**src/rtl/gshare_predictor.sv**
```systemverilog
// ---------------------------------------------------------------------------
// gshare_predictor
//   Global-history (gshare) conditional branch predictor. The fetch PC is
//   XOR-ed with a speculative global history register (GHR) to index a table
//   of saturating counters (PHT). The execute stage returns the resolved
//   outcome together with the index and GHR snapshot captured at lookup; it
//   trains the counter and, on a mispredict, repairs the GHR.
//
//   After reset the table is filled with weakly-not-taken counters, one entry
//   per cycle. While that runs, `ready` is low, predictions are not-taken and
//   resolves are ignored.
//
//   Optional feature macro: PREDICTOR_STATS_EN
//     defined   -> saturating resolved-branch / mispredict counters
//     undefined -> statBranches / statMispredicts tied to 0, no flops
//
// Ports
//   clk, rst            clock, asynchronous active-low reset
//   ready               table initialisation complete
//   lookupValid/Pc      fetch-stage query
//   predictTaken        combinational prediction for lookupPc
//   predictIndex/Ghr    PHT index and GHR used by this lookup
//   resolveValid        execute-stage resolve strobe
//   resolveTaken        actual outcome
//   resolveMispredict   predicted direction differed from outcome
//   resolveIndex/Ghr    snapshot carried down the pipe from the lookup
//   statBranches        resolved-branch count
//   statMispredicts     mispredict count
// ---------------------------------------------------------------------------
module gshare_predictor #(
  parameter int PC_WIDTH    = 32,
  parameter int PHT_ENTRIES = 256,
  parameter int GHR_WIDTH   = 8,
  parameter int CTR_WIDTH   = 2,
  localparam int IDX_W      = $clog2(PHT_ENTRIES)
) (
  input  logic                 clk,
  input  logic                 rst,
  output logic                 ready,
  input  logic                 lookupValid,
  input  logic [PC_WIDTH-1:0]  lookupPc,
  output logic                 predictTaken,
  output logic [IDX_W-1:0]     predictIndex,
  output logic [GHR_WIDTH-1:0] predictGhr,
  input  logic                 resolveValid,
  input  logic                 resolveTaken,
  input  logic                 resolveMispredict,
  input  logic [IDX_W-1:0]     resolveIndex,
  input  logic [GHR_WIDTH-1:0] resolveGhr,
  output logic [31:0]          statBranches,
  output logic [31:0]          statMispredicts
);

  typedef enum logic {ST_INIT, ST_RUN} state_e;

  localparam logic [CTR_WIDTH-1:0] CTR_WNT  = {1'b0, {(CTR_WIDTH-1){1'b1}}};
  localparam logic [CTR_WIDTH-1:0] CTR_MAX  = '1;
  localparam logic [IDX_W-1:0]     IDX_LAST = IDX_W'(PHT_ENTRIES - 1);

  state_e                 state_q, state_d;
  logic                   ready_q, ready_d;
  logic [IDX_W-1:0]       init_ptr_q, init_ptr_d;
  logic [GHR_WIDTH-1:0]   ghr_q, ghr_d;

  logic [CTR_WIDTH-1:0]   pht_q [PHT_ENTRIES];
  logic                   pht_we;
  logic [IDX_W-1:0]       pht_waddr;
  logic [CTR_WIDTH-1:0]   pht_wdata;

  logic [IDX_W-1:0]       lookup_idx;
  logic [CTR_WIDTH-1:0]   lookup_ctr;
  logic [CTR_WIDTH-1:0]   resolve_ctr;
  logic [CTR_WIDTH-1:0]   resolve_ctr_next;
  logic                   run;
  logic                   unused_pc_bits;

  // Only the word-aligned bits that form the index matter.
  assign unused_pc_bits = ^{lookupPc[PC_WIDTH-1:IDX_W+2], lookupPc[1:0]};

  // Shift a new outcome into the bottom of a history value. Taking the low
  // GHR_WIDTH bits of the concatenation also covers GHR_WIDTH == 1, where
  // the result is just the new bit.
  function automatic logic [GHR_WIDTH-1:0] hist_shift(
    input logic [GHR_WIDTH-1:0] hist,
    input logic                 new_bit
  );
    return GHR_WIDTH'({hist, new_bit});
  endfunction

  assign run          = (state_q == ST_RUN);
  assign lookup_idx   = lookupPc[IDX_W+1:2] ^ IDX_W'(ghr_q);
  assign lookup_ctr   = pht_q[lookup_idx];
  assign predictTaken = run & lookup_ctr[CTR_WIDTH-1];
  assign predictIndex = lookup_idx;
  assign predictGhr   = ghr_q;
  assign ready        = ready_q;

  // Saturating train of the resolved entry; reads the pre-edge value, so a
  // same-cycle lookup of that entry sees the old counter.
  assign resolve_ctr = pht_q[resolveIndex];
  always_comb begin
    resolve_ctr_next = resolve_ctr;
    if (resolveTaken) begin
      if (resolve_ctr != CTR_MAX) resolve_ctr_next = resolve_ctr + 1'b1;
    end else begin
      if (resolve_ctr != '0) resolve_ctr_next = resolve_ctr - 1'b1;
    end
  end

  always_comb begin
    // NOTE: every output of this block gets a default first so no path
    // leaves a value unassigned and no latch is inferred.
    state_d    = state_q;
    ready_d    = ready_q;
    init_ptr_d = init_ptr_q;
    ghr_d      = ghr_q;
    pht_we     = 1'b0;
    pht_waddr  = resolveIndex;
    pht_wdata  = resolve_ctr_next;
    unique case (state_q)
      ST_INIT: begin
        pht_we     = 1'b1;
        pht_waddr  = init_ptr_q;
        pht_wdata  = CTR_WNT;
        init_ptr_d = init_ptr_q + 1'b1;
        if (init_ptr_q == IDX_LAST) begin
          state_d = ST_RUN;
          ready_d = 1'b1;
        end
      end
      ST_RUN: begin
        pht_we = resolveValid;
        // Repair wins over the speculative shift from a same-cycle lookup.
        if (resolveValid && resolveMispredict) begin
          ghr_d = hist_shift(resolveGhr, resolveTaken);
        end else if (lookupValid) begin
          ghr_d = hist_shift(ghr_q, predictTaken);
        end
      end
      default: state_d = ST_INIT;
    endcase
  end

  // NOTE: sequential state uses non-blocking assignments so every flop
  // samples pre-edge values regardless of block ordering.
  always_ff @(posedge clk or negedge rst) begin
    if (!rst) begin
      state_q    <= ST_INIT;
      ready_q    <= 1'b0;
      init_ptr_q <= '0;
      ghr_q      <= '0;
    end else begin
      state_q    <= state_d;
      ready_q    <= ready_d;
      init_ptr_q <= init_ptr_d;
      ghr_q      <= ghr_d;
    end
  end

  // NOTE: the counter table has no reset; it is filled by the INIT sweep,
  // which keeps it mappable onto plain RAM.
  always_ff @(posedge clk) begin
    if (pht_we) pht_q[pht_waddr] <= pht_wdata;
  end

`ifdef PREDICTOR_STATS_EN
  logic [31:0] stat_br_q, stat_br_d;
  logic [31:0] stat_mp_q, stat_mp_d;

  always_comb begin
    stat_br_d = stat_br_q;
    stat_mp_d = stat_mp_q;
    if (run && resolveValid) begin
      if (stat_br_q != '1) stat_br_d = stat_br_q + 32'd1;
      if (resolveMispredict && (stat_mp_q != '1)) stat_mp_d = stat_mp_q + 32'd1;
    end
  end

  always_ff @(posedge clk or negedge rst) begin
    if (!rst) begin
      stat_br_q <= '0;
      stat_mp_q <= '0;
    end else begin
      stat_br_q <= stat_br_d;
      stat_mp_q <= stat_mp_d;
    end
  end

  assign statBranches    = stat_br_q;
  assign statMispredicts = stat_mp_q;
`else
  assign statBranches    = 32'd0;
  assign statMispredicts = 32'd0;
`endif

endmodule

```
**config.mk**
```make
export PLATFORM = sky130hd
export DESIGN_NAME = gshare_predictor
export DESIGN_NICKNAME = d
export VERILOG_FILES = /design/src/rtl/gshare_predictor.sv
export SDC_FILE = /design/constraint.sdc
export NUM_CORES = 1
export LEC_CHECK = 0
export CAP_MARGIN = 20
export CORE_MARGIN = 1.5
export CORE_UTILIZATION = 25
export CTS_CLUSTER_SIZE = 8
export DETAILED_ROUTE_END_ITERATION = 8
export SLEW_MARGIN = 20
export SYNTH_ARGS = -nofsm -noshare
export SYNTH_HDL_FRONTEND = slang
export SYNTH_SLANG_ARGS = --single-unit
export TNS_END_PERCENT = 20
```
**constraint.sdc**
```tcl
create_clock -name clk -period 12.7 [get_ports clk]
set_input_delay 1.905 -clock clk [delete_from_list [all_inputs] [get_ports clk]]
set_output_delay 1.905 -clock clk [all_outputs]
set_load 0.005 [all_outputs]
```
==> notes.md, run 1 <==
Notes from the flow run.

STA:
- Setup repair after global routing left no endpoint under its margin.
- The run puts the worst hold slack across all endpoints at around 0.52 ns.
- Counting endpoints that fail hold in the final report gives 0.
- The run gives the final max-slew violation count as 0.
- The run puts the setup violation total in the final timing report at 0.
- Per the timing report, the achievable frequency comes out to ~120 MHz.
- The run puts the normalized max-slew margin at a little under a quarter.
- The run puts the slew at the pin closest to its max-slew limit at between 1 and 1.5 ns.
- The worst path needs between 8 and 9 ns of the cycle, external delays included.

Pwr:
- The run gives the power density normalized to cell area as around 140 nW/um2.
- The run gives the combinational group power as between 0.00015 and 0.0002 W.
- The run puts the sequential share of power at between 40 and 50%.
- In the power breakdown, the internal column shows 0.003040 W.
- For the sequential group, total power comes out at 0.00189 W.
- The run puts the leakage power of the design at around 8.3 nW.
- Looking at the power breakdown, the clock network takes between 40% and 50% of the total.
- The run puts the combinational group share of total power at 4.4%.
- The largest share of the power goes to registers.
- The run gives the worst supply voltage drop on vdd as about 0.000095 V.

Drt:
- The pre-antenna-repair detailed-routing pass consisted of 7 iterations.
- The script logs the ratio of routed vias to standard cells as a little over 5.
- Per the log, the first TritonRoute iteration ended with a DRC count of 1875.
- The detailed router reported a total wirelength of ~70 mm.
- The run puts the post-detailed-route count of antenna-violating nets at 0.

Clocking:
- The run puts the sink count of the clock tree at between 500 and 600.
- TritonCTS built the clock tree.
- The run puts the clock-pin slew on the worst setup and hold paths at ~0.050 ns.
- The run gives the total clock buffers created by CTS as approximately 76.
- Per the CTS log, the maximum H-tree level is 3.
- In this run the clock root is driven by a clkbuf_16.
- The run puts the number of buffers inserted to repair setup after CTS at 0.
- The run puts the number of hold-repair buffers added at the cts stage at 0.
- The run puts the quantity of gates resized following cts at 0.

Synth:
- The run puts the count of library flops with an enable pin at between 500 and 600.
- The synthesized netlist devotes just under 7% of its cell area to simple gates.
- By area the synthesized netlist is led by edfxtp_1 62%, mux4_2 14%, nor2_1 4.5%.
- Counting instances in the post-synthesis netlist gives the leading cell types as 512 x edfxtp_1, 293 x nor2_1, 154 x mux4_2, 85 x mux2i_1, 82 x buf_4.
- Among the non-sequential cells, multiplexers take the most area.
- Of all flip-flops after synthesis, the portion carrying an async set or reset was between 3 and 4%.
- The run puts the share of synthesized area occupied by flip-flops and latches at approximately 64%.
- The run puts the post-synthesis instance total at around 1600.
- The run puts the post-synthesis cell area at around 25000 um2.
- For this run, the leading register cell type out of synthesis is edfxtp_1.
- The synthesized netlist contains 65 unique library cells.
- The largest total area in the synthesized netlist belongs to edfxtp_1.
- The run puts the post-synthesis mux area share at between 10% and 20%.
- During synthesis, Yosys emitted a total of 0 warnings.
- Synthesis inferred 530 register bits.
- The run puts the xor and xnor area share after synthesis at less than 1%.
- Yosys stat counts between 1500 and 2000 cells in the synthesized netlist.
- The run gives the AND-OR/OR-AND share of the synthesized area as between 5 and 6%.

Layout:
- The run puts the ratio of cells with drive above 1 in the final layout at approximately 18%.
- The most common logic cells in the final layout are 512 x edfxtp_1, 293 x nor2_1, 154 x mux4_2, 85 x mux2i_1, 78 x clkbuf_16.
- The run gives the layout multi-input combinational cell count as about 950.
- The sequential cells in the finished layout cover a total of ~16000 um2.
- The run gives the relative area of clock buffers and inverters in the final design as 7.189%.
- The run puts the multi-input gate share of the layout cell area at between 20 and 30%.
- The fraction of cell area in sequential cells is reported as between 50% and 60%.
- The run puts the count of placed standard cells in the final layout, fillers left out at between 2000 and 3000.
- The largest cell class by area is registers.
- The run gives the clock buffer count as between 90 and 100.
- The run gives the antenna diode instance count as 0.
- The run gives the number of sequential cells as ~530.
- In the final layout, the fill cell count is approximately 9700.

GRT:
- The run puts the maximum number of pins on one net before global-route repair at roughly 130.
- The number of antenna violations at the first check in global routing was 2.
- The first global-routing pass estimated slightly above 100 mm of wire.
- The run puts the number of global-route vias before repair at 15250.

Hold path:
- The run gives the type of the worst min-delay path as reg -> reg.

Critical path:
- The run gives the kind of capture point of the worst setup path as an output port.
- The largest individual stage delay along the critical path comes from the cell nor2_1.
- STA classifies the critical path startpoint as a primary input.
- According to the timing report, the data required time at the worst endpoint equals ~11 ns.
- STA puts the critical path data arrival time at roughly 6.6 ns.
- The run gives the setup slack of the most critical reg-to-reg path as 8.13 ns.
- The run gives the category of the most critical setup path as in -> out.
- The run gives the total buffers and inverters traversed by the critical path as 4.
- Walking the worst path, the cells encountered are clkdlybuf4s50_1 > xnor2_2 > clkinv_1 > nor2_1 > buf_4 > a22oi_1 > a21oi_1 > a31oi_1 > a22oi_1 > o311a_1 > clkdlybuf4s50_1.
- The longest incremental delay of any stage on the critical path is reported as between 0.9 and 1 ns.

Floorplanning:
- During tapcell insertion the tool placed about 1300 well taps.
- The floorplan step defined a die boundary enclosing around 100000 um2.
- The core region is 97140 um2.
- According to the floorplan report, the die height is 316.8 um.
- The run gives the die width as about 320 um.

Placement:
- The run puts the instance count after placement with tap cells included at around 2900.
- The run puts the placement-stage cell area at roughly 26000 um2.
- The run puts the pre-CTS setup slack at around 4.3 ns.
- Buffers placed on the I/O ports in this run total 46.
- The run puts the final HPWL from detailed placement at 42.69 mm.

Outcome:
- The flow ran to the end, and the final reports show no timing, DRC or antenna violations.
run 1: registers in the layout, indices dropped and copies added (netlist names):
register	cells
predictGhr	8
ready	1
init_ptr_q	8
run	1
pht_q	512
run 1: layer usage:
metal	vias up	GRT usage, %	share of wire [%]
met4	0	5.000	2.8
met1	7840	18.65	40
met3	113	2.732	9.7
met2	851	22.42	48
li1	6305	-	-
met5	-	0	0
run 1: path summary, 6_finish.rpt:
path                          startpoint            end  cells past startpoint
max                          lookupPc[4]   predictTaken                     11
min                        init_ptr_q[0]  init_ptr_q[0]                      1
max reg2reg                predictGhr[2]  predictGhr[0]                     10
min reg2reg                init_ptr_q[0]  init_ptr_q[0]                      1
max in group asynchronous            rst            run                      1
min in group asynchronous            rst  init_ptr_q[3]                      1
run_1/final_clocks.png
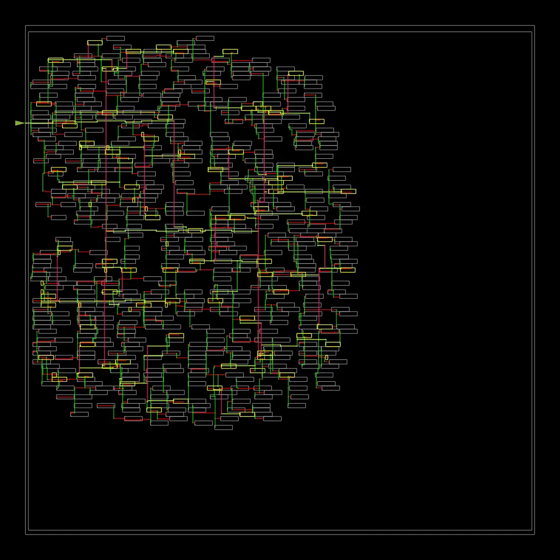
power consumed by the clock network: 0.00178 W
Setup Skew: 0.02883 ns

run_1/wire_density.png
Drawn at 1 px/um. 32 x 32 tiles, from black (low) to pale yellow (high), scaled to the fullest tile. Values are wire area over tile area, all layers added.
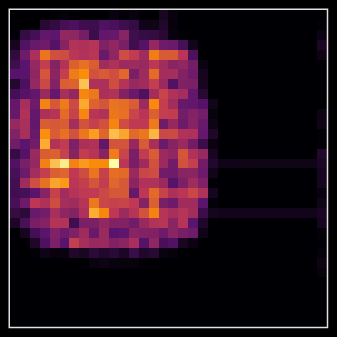
- nearly empty tiles: 51%
- tiles over half the peak: 14%
- fullest tile: 0.62
- mean over tiles: 0.12
routed wire length per instance: 23.74 um
total via count after detailed routing: 15110
aggregate global-route resource usage: 13.92%

run_1/drive_strength.png
Drawn at 1.5 px/um.
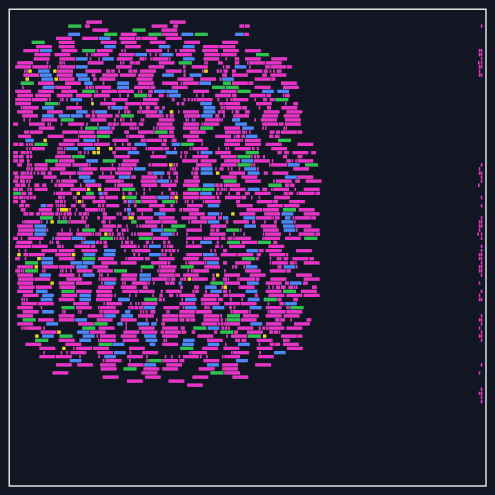
- drive 1 or less: magenta (cells 1378; most used edfxtp_1)
- drive 3 to 4: yellow (cells 37; most used buf_4)
- drive 6 and up: green (cells 86; most used clkbuf_16)
- drive 2: blue (cells 176; most used mux4_2)
summed area of non-filler cells in the final layout: 28320 um2
area growth from synthesis to final layout: 15.06%
count of non-CTS buffers in the layout: 84

==> run 1 -> run 2 <==
Clock period 12.7 ns to 8 ns, I/O delays scaled along.
==> notes.md, run 2 <==
Notes from the flow run.

Synth:
- The run puts the simple-gate portion of the synthesized area at 6.960% (unchanged).
- The post-synthesis cell count from yosys is 1603 (unchanged).
- The run puts the AND-OR/OR-AND share of the synthesized area at 5.801% (unchanged).
- The run puts the fraction of registers with async set or reset after synthesis at 3.396% (unchanged).
- The run gives the share of synthesized area occupied by flip-flops and latches as 64.30% (unchanged).
- List of most frequent post-synthesis cells: 512 x edfxtp_1, 293 x nor2_1, 154 x mux4_2, 85 x mux2i_1, 82 x buf_4 (unchanged).
- The run gives the count of library flops with an enable pin as 512 (unchanged).
- The xor and xnor area share after synthesis was 0.6863% (unchanged).
- The post-synthesis mux area share is 17.87% (unchanged).

Drt:
- The run gives the post-detailed-route count of antenna-violating nets as 0 (unchanged).

Critical path:
- The category of the most critical setup path was in -> out (unchanged).
- Cells along the critical path: clkdlybuf4s50_1 > xnor2_2 > clkinv_1 > nor2_1 > nand3_1 > nand4_1 > a31oi_1 > a22oi_1 > o311a_1 > clkdlybuf4s50_1 (was clkdlybuf4s50_1 > xnor2_2 > clkinv_1 > nor2_1 > buf_4 > a22oi_1 > a21oi_1 > a31oi_1 > a22oi_1 > o311a_1 > clkdlybuf4s50_1).
- The worst flop-to-flop path endpoint was predictGhr[0] (unchanged).
- The run gives the slowest stage cell on the critical path as clkinv_1 (was nor2_1).
- The run puts the setup slack of the most critical reg-to-reg path at 4.24 ns (was 8.13 ns).
- The run gives the critical path data arrival time as 5.16 ns (was 6.59 ns).
- The worst-case reg-to-reg path depth came to 9 (was 10).
- The total buffers and inverters traversed by the critical path came to 3 (was 4).

Layout:
- The run puts the area occupied by registers at 15830 um2 (unchanged).

Pwr:
- The run puts the combinational group power at 0.000269 W (was 0.000168 W).
- The run puts the clock group power at 0.00290 W (was 0.00178 W).
- The dominant power group is registers (unchanged).
- The internal power component was 0.004877 W (was 0.003040 W).
- The run gives the combinational group share of total power as 4.4% (about the same).
- The run puts the power density normalized to cell area at 217.0 nW/um2 (was 135.8 nW/um2).

STA:
- The run puts the final max-slew violation count at 0 (unchanged).
- The run gives the post-route minimum period as about 6.4 ns.
- The normalized max-slew margin was 21.90% (was 23.25%).
- The run gives the worst hold slack across all endpoints as 0.5208 ns (was 0.5226 ns).
- The total count of hold-check failures in the final report is 0 (unchanged).

Floorplanning:
- The run puts the placeable core region at 97140 um2 (unchanged).
- The run puts the die outline area at 100300 um2 (unchanged).

Outcome:
- Run status: completed (unchanged).

GRT:
- The run gives the number of antenna violations at the first check in global routing as 3 (was 2).
- The run puts the number of global-route vias before repair at 15320 (was 15250).
- The maximum number of pins on one net before global-route repair came to 145 (was 129).
- The run gives the global-route wire length before repair as 101.6 mm (was 101.8 mm).

Placement:
- The run puts the placement-stage cell area at 26340 um2 (was 26280 um2).
- The run gives the instance count after placement with tap cells included as 2862 (was 2857).
- The final HPWL from detailed placement was 43.48 mm (was 42.69 mm).
- The run gives the number of input and output port buffers inserted as 46 (unchanged).

Clocking:
- The sink count of the clock tree came to 530 (unchanged).
- The run puts the H-tree depth at 3 (unchanged).
- The library cell used as clock root buffer is clkbuf_16 (unchanged).
- The run gives the number of buffers inserted to repair setup after CTS as 0 (unchanged).
- The total clock buffers created by CTS was 76 (unchanged).

Hold path:
- The worst min-delay path endpoint was init_ptr_q[0] (unchanged).
- The depth of the worst hold-timing path was 1 (unchanged).
==> run 2: final cells by class <==
class                      instances  area share, %
clock buffer                      93          7.140
timing repair buffer              89          3.042
clock inverter                     3         0.1497
antenna                            1       0.008804
sequential                       530          55.68
multi-input combinational        951          28.14
inverter                          16         0.2201
tap                             1276          5.617
==> run 2: routing by layer <==
metal | part of all wire [%] | wire, um | vias up | global-route usage [%]
li1 | - | - | 6314 | -
met1 | 42 | 28810 | 7744 | 18.75
met2 | 46 | 32130 | 852 | 21.73
met3 | 8.9 | 6128 | 144 | 2.648
met4 | 3.0 | 2067 | 2 | 4.913
met5 | 0.019 | 13 | - | 0
run_2/drive_strength.png
Drawn at 1.5 px/um.
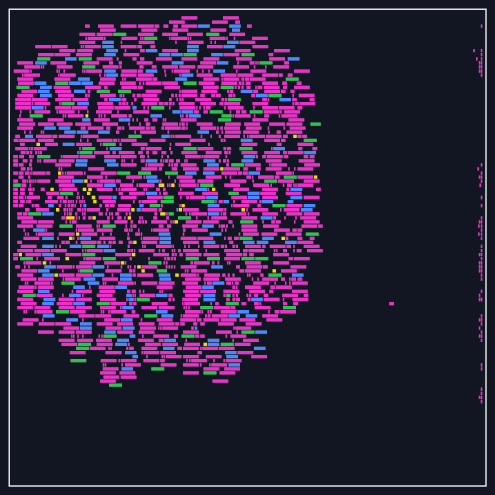
- drive 2: blue (cells 176; most used mux4_2)
- drive 6 and up: green (cells 89; most used clkbuf_16)
- drive 1 or less: magenta (cells 1376; most used edfxtp_1)
- drive 3 to 4: yellow (cells 41; most used buf_4)
area growth from synthesis to final layout: 15.49%
summed area of non-filler cells in the final layout: 28420 um2
count of non-CTS buffers in the layout: 89
crit path setup slack, layout: 1.639 ns

run_2/met3.png
Drawn at 1.5 px/um.
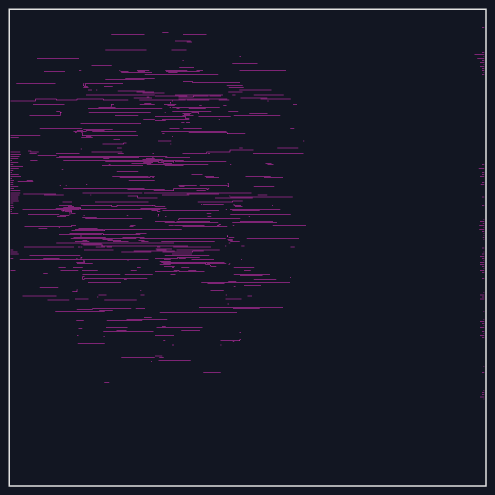
- nets with wire on the layer: 294
- share of all routed wire: 8.9%
- main direction: horizontal
- longest straight run: 85.6 um
total wire length: 69.15 mm
total via count after detailed routing: 15060
met3 usage: 2.648%

run_2/wire_density.png
Drawn at 1 px/um. 32 x 32 tiles, from black (low) to pale yellow (high), scaled to the fullest tile. Values are wire area over tile area, all layers added.
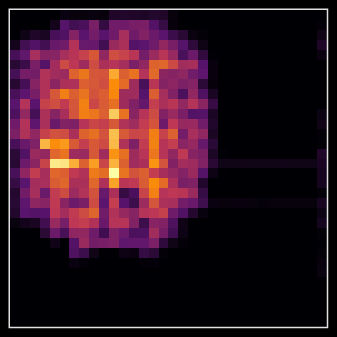
- nearly empty tiles: 51%
- densest ninth of the die: left middle
- fullest tile: 0.64
- mean over tiles: 0.11
aggregate global-route resource usage: 13.72%
routed wire length per instance: 23.37 um

==> run 2 -> run 3 <==
Clock period 8 ns to 6.39 ns, I/O delays scaled along.
==> notes.md, run 3 <==
Notes from the flow run.

Floorplanning:
- The run gives the placeable core region as 97140 um2 (unchanged).
- The run gives the die width as 316.8 um (unchanged).

GRT:
- The global-route wire length before repair was 105.7 mm (was 101.6 mm).
- The run puts the number of antenna violations at the first check in global routing at 3 (unchanged).
- The run puts the maximum number of pins on one net before global-route repair at 105 (was 145).
- The run gives the number of global-route vias before repair as 15490 (was 15320).

Synth:
- The run puts the Yosys warning count at 0 (unchanged).
- The run gives the fraction of registers with async set or reset after synthesis as 3.396% (unchanged).
- The run puts the flip-flop and latch count after synthesis at 530 (unchanged).
- The run gives the distinct cell type count of the synthesized netlist as 65 (unchanged).
- The top logic cell family in the synthesized netlist was multiplexers (unchanged).
- The run gives the post-synthesis cell area as 24610 um2 (unchanged).
- The post-synthesis mux area share is 17.87% (unchanged).
- The commonest register cell after synthesis is edfxtp_1 (unchanged).
- The run puts the xor and xnor area share after synthesis at 0.6863% (unchanged).
- The run puts the simple-gate portion of the synthesized area at 6.960% (unchanged).
- The run gives the largest area contributor in the netlist as edfxtp_1 (unchanged).
- The AND-OR/OR-AND share of the synthesized area was 5.801% (unchanged).

STA:
- The run gives the worst clock skew as 0.05550 ns (was 0.01674 ns).
- The run gives the post-route minimum period as approximately 5.7 ns.
- The run gives the timing-limited maximum frequency as about 180 MHz.
- The run gives the setup violation total in the final timing report as 0 (unchanged).
- The run gives the total count of hold-check failures in the final report as 0 (unchanged).
- Setup repair after global routing missed its margin: false (unchanged).
- The run puts the normalized max-slew margin at 23.59% (was 21.90%).

Critical path:
- The run gives the critical path data required time as 5.43 ns (was 6.80 ns).
- The run gives the category of the most critical setup path as in -> out (unchanged).
- The run gives the worst flop-to-flop path startpoint as pht_q[139][1] (was predictGhr[2]).
- The run puts the critical path data arrival time at 4.71 ns (was 5.16 ns).
- The startpoint type of the worst setup path is a primary input (unchanged).
- The total buffers and inverters traversed by the critical path came to 4 (was 3).
- The run gives the critical path startpoint as lookupPc[4] (was lookupPc[8]).
- The run puts the total stage count of the critical path at 10 (unchanged).

Drt:
- The run gives the number of iterations in the first detailed-routing pass as 6 (unchanged).
- The run puts the DRC marker count from the first detailed-route iteration at 1830 (was 1745).
- The run gives the mean number of vias per cell as 5.192 (was 5.088).
- The run gives the post-detailed-route count of antenna-violating nets as 0 (unchanged).

Pwr:
- The run gives the clock group power as 0.00381 W (was 0.00290 W).
- The run gives the fraction of power consumed by the clock network as 48.2% (was 47.0%).
- The run puts the internal power component at 0.006163 W (was 0.004877 W).
- The run gives the leakage power of the design as 8.565 nW (was 8.401 nW).
- The dominant power group is clock (was registers).
- The sequential share of power was 47.5% (was 48.7%).
- The run puts the worst supply voltage drop on vdd at 0.0002106 V (was 0.0001692 V).

Layout:
- The number of flip-flops in the largest register is 512 (unchanged).
- Top cells excl fill/tap: 512 x edfxtp_1, 293 x nor2_1, 154 x mux4_2, 85 x mux2i_1, 78 x clkbuf_16 (was 512 x edfxtp_1, 293 x nor2_1, 154 x mux4_2, 85 x mux2i_1, 79 x clkbuf_16).

Placement:
- The instance count after placement with tap cells included is 2881 (was 2862).
- The run gives the number of input and output port buffers inserted as 46 (unchanged).

Clocking:
- The run puts the total clock buffers created by CTS at 78 (was 76).
- The H-tree depth came to 3 (unchanged).
- The run gives the sink count of the clock tree as 530 (unchanged).
- The number of hold-repair buffers added at the cts stage is 0 (unchanged).
- The quantity of gates resized following cts is 0 (unchanged).

Hold path:
- The startpoint of the lowest-slack hold path is ready (was init_ptr_q[0]).
- The type of the worst min-delay path is reg -> reg (unchanged).

Outcome:
- Run status: completed (unchanged).
==> run 3: layout make-up <==
class | instances | share of cell area [%]
Clock buffer | 85 | 6.877
Clock inverter | 12 | 0.8917
Inverter | 16 | 0.2218
Multi-Input combinational cell | 951 | 27.83
Sequential cell | 530 | 55.01
Tap cell | 1276 | 5.550
Timing Repair Buffer | 108 | 3.619
==> run 3: metal layers <==
metal	track usage [%]	vias up	part of all wire (%)
met2	21.90	1001	45
met3	4.174	168	12
met5	0	-	0
met1	19.76	7951	40
met4	5.465	0	3.3
li1	-	6342	-
==> run 3: worst paths after layout <==
kind                                 end  slack [ns]
setup / recovery            predictTaken        0.73
hold / removal                     ready        0.48
setup reg to reg            pht_q[91][1]        2.32
hold reg to reg                    ready        0.48
max in group asynchronous  init_ptr_q[0]        4.99
min in group asynchronous          ready        0.84
run_3/drive_strength.png
Drawn at 1.5 px/um.
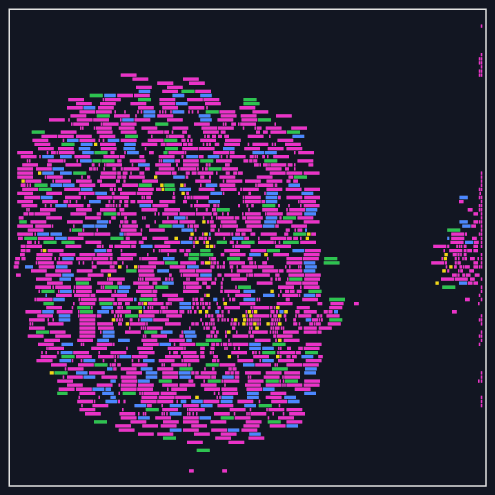
- drive 3 to 4: yellow (cells 58; most used buf_4)
- drive 1 or less: magenta (cells 1368; most used edfxtp_1)
- drive 2: blue (cells 178; most used mux4_2)
- drive 6 and up: green (cells 98; most used clkbuf_16)
area growth from synthesis to final layout: 16.88%
count of non-CTS buffers in the layout: 108

run_3/registers.png
Drawn at 1 px/um. Other sequential cells in the stronger gray, the rest of the logic in the fainter gray.
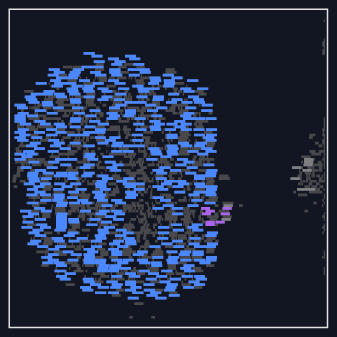
- init_ptr_q: purple (sequential cells 8)
- pht_q: blue (sequential cells 512)
sequential cell area: 15830 um2
sequential power: 0.00376 W

run_3/met3.png
Drawn at 1.5 px/um.
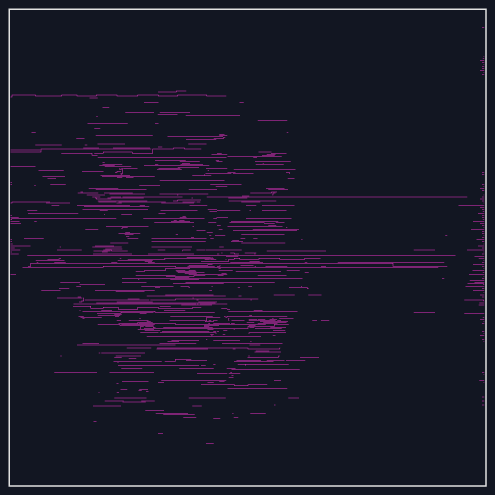
- longest straight run: 285 um
- main direction: horizontal
- nets with wire on the layer: 324
- share of all routed wire: 12%
- wire length on this layer: 8580 um
met3 usage: 4.174%
total via count after detailed routing: 15460
total wire length: 73.47 mm

Power figures rest on the tool's default switching activity, not on a simulated workload.
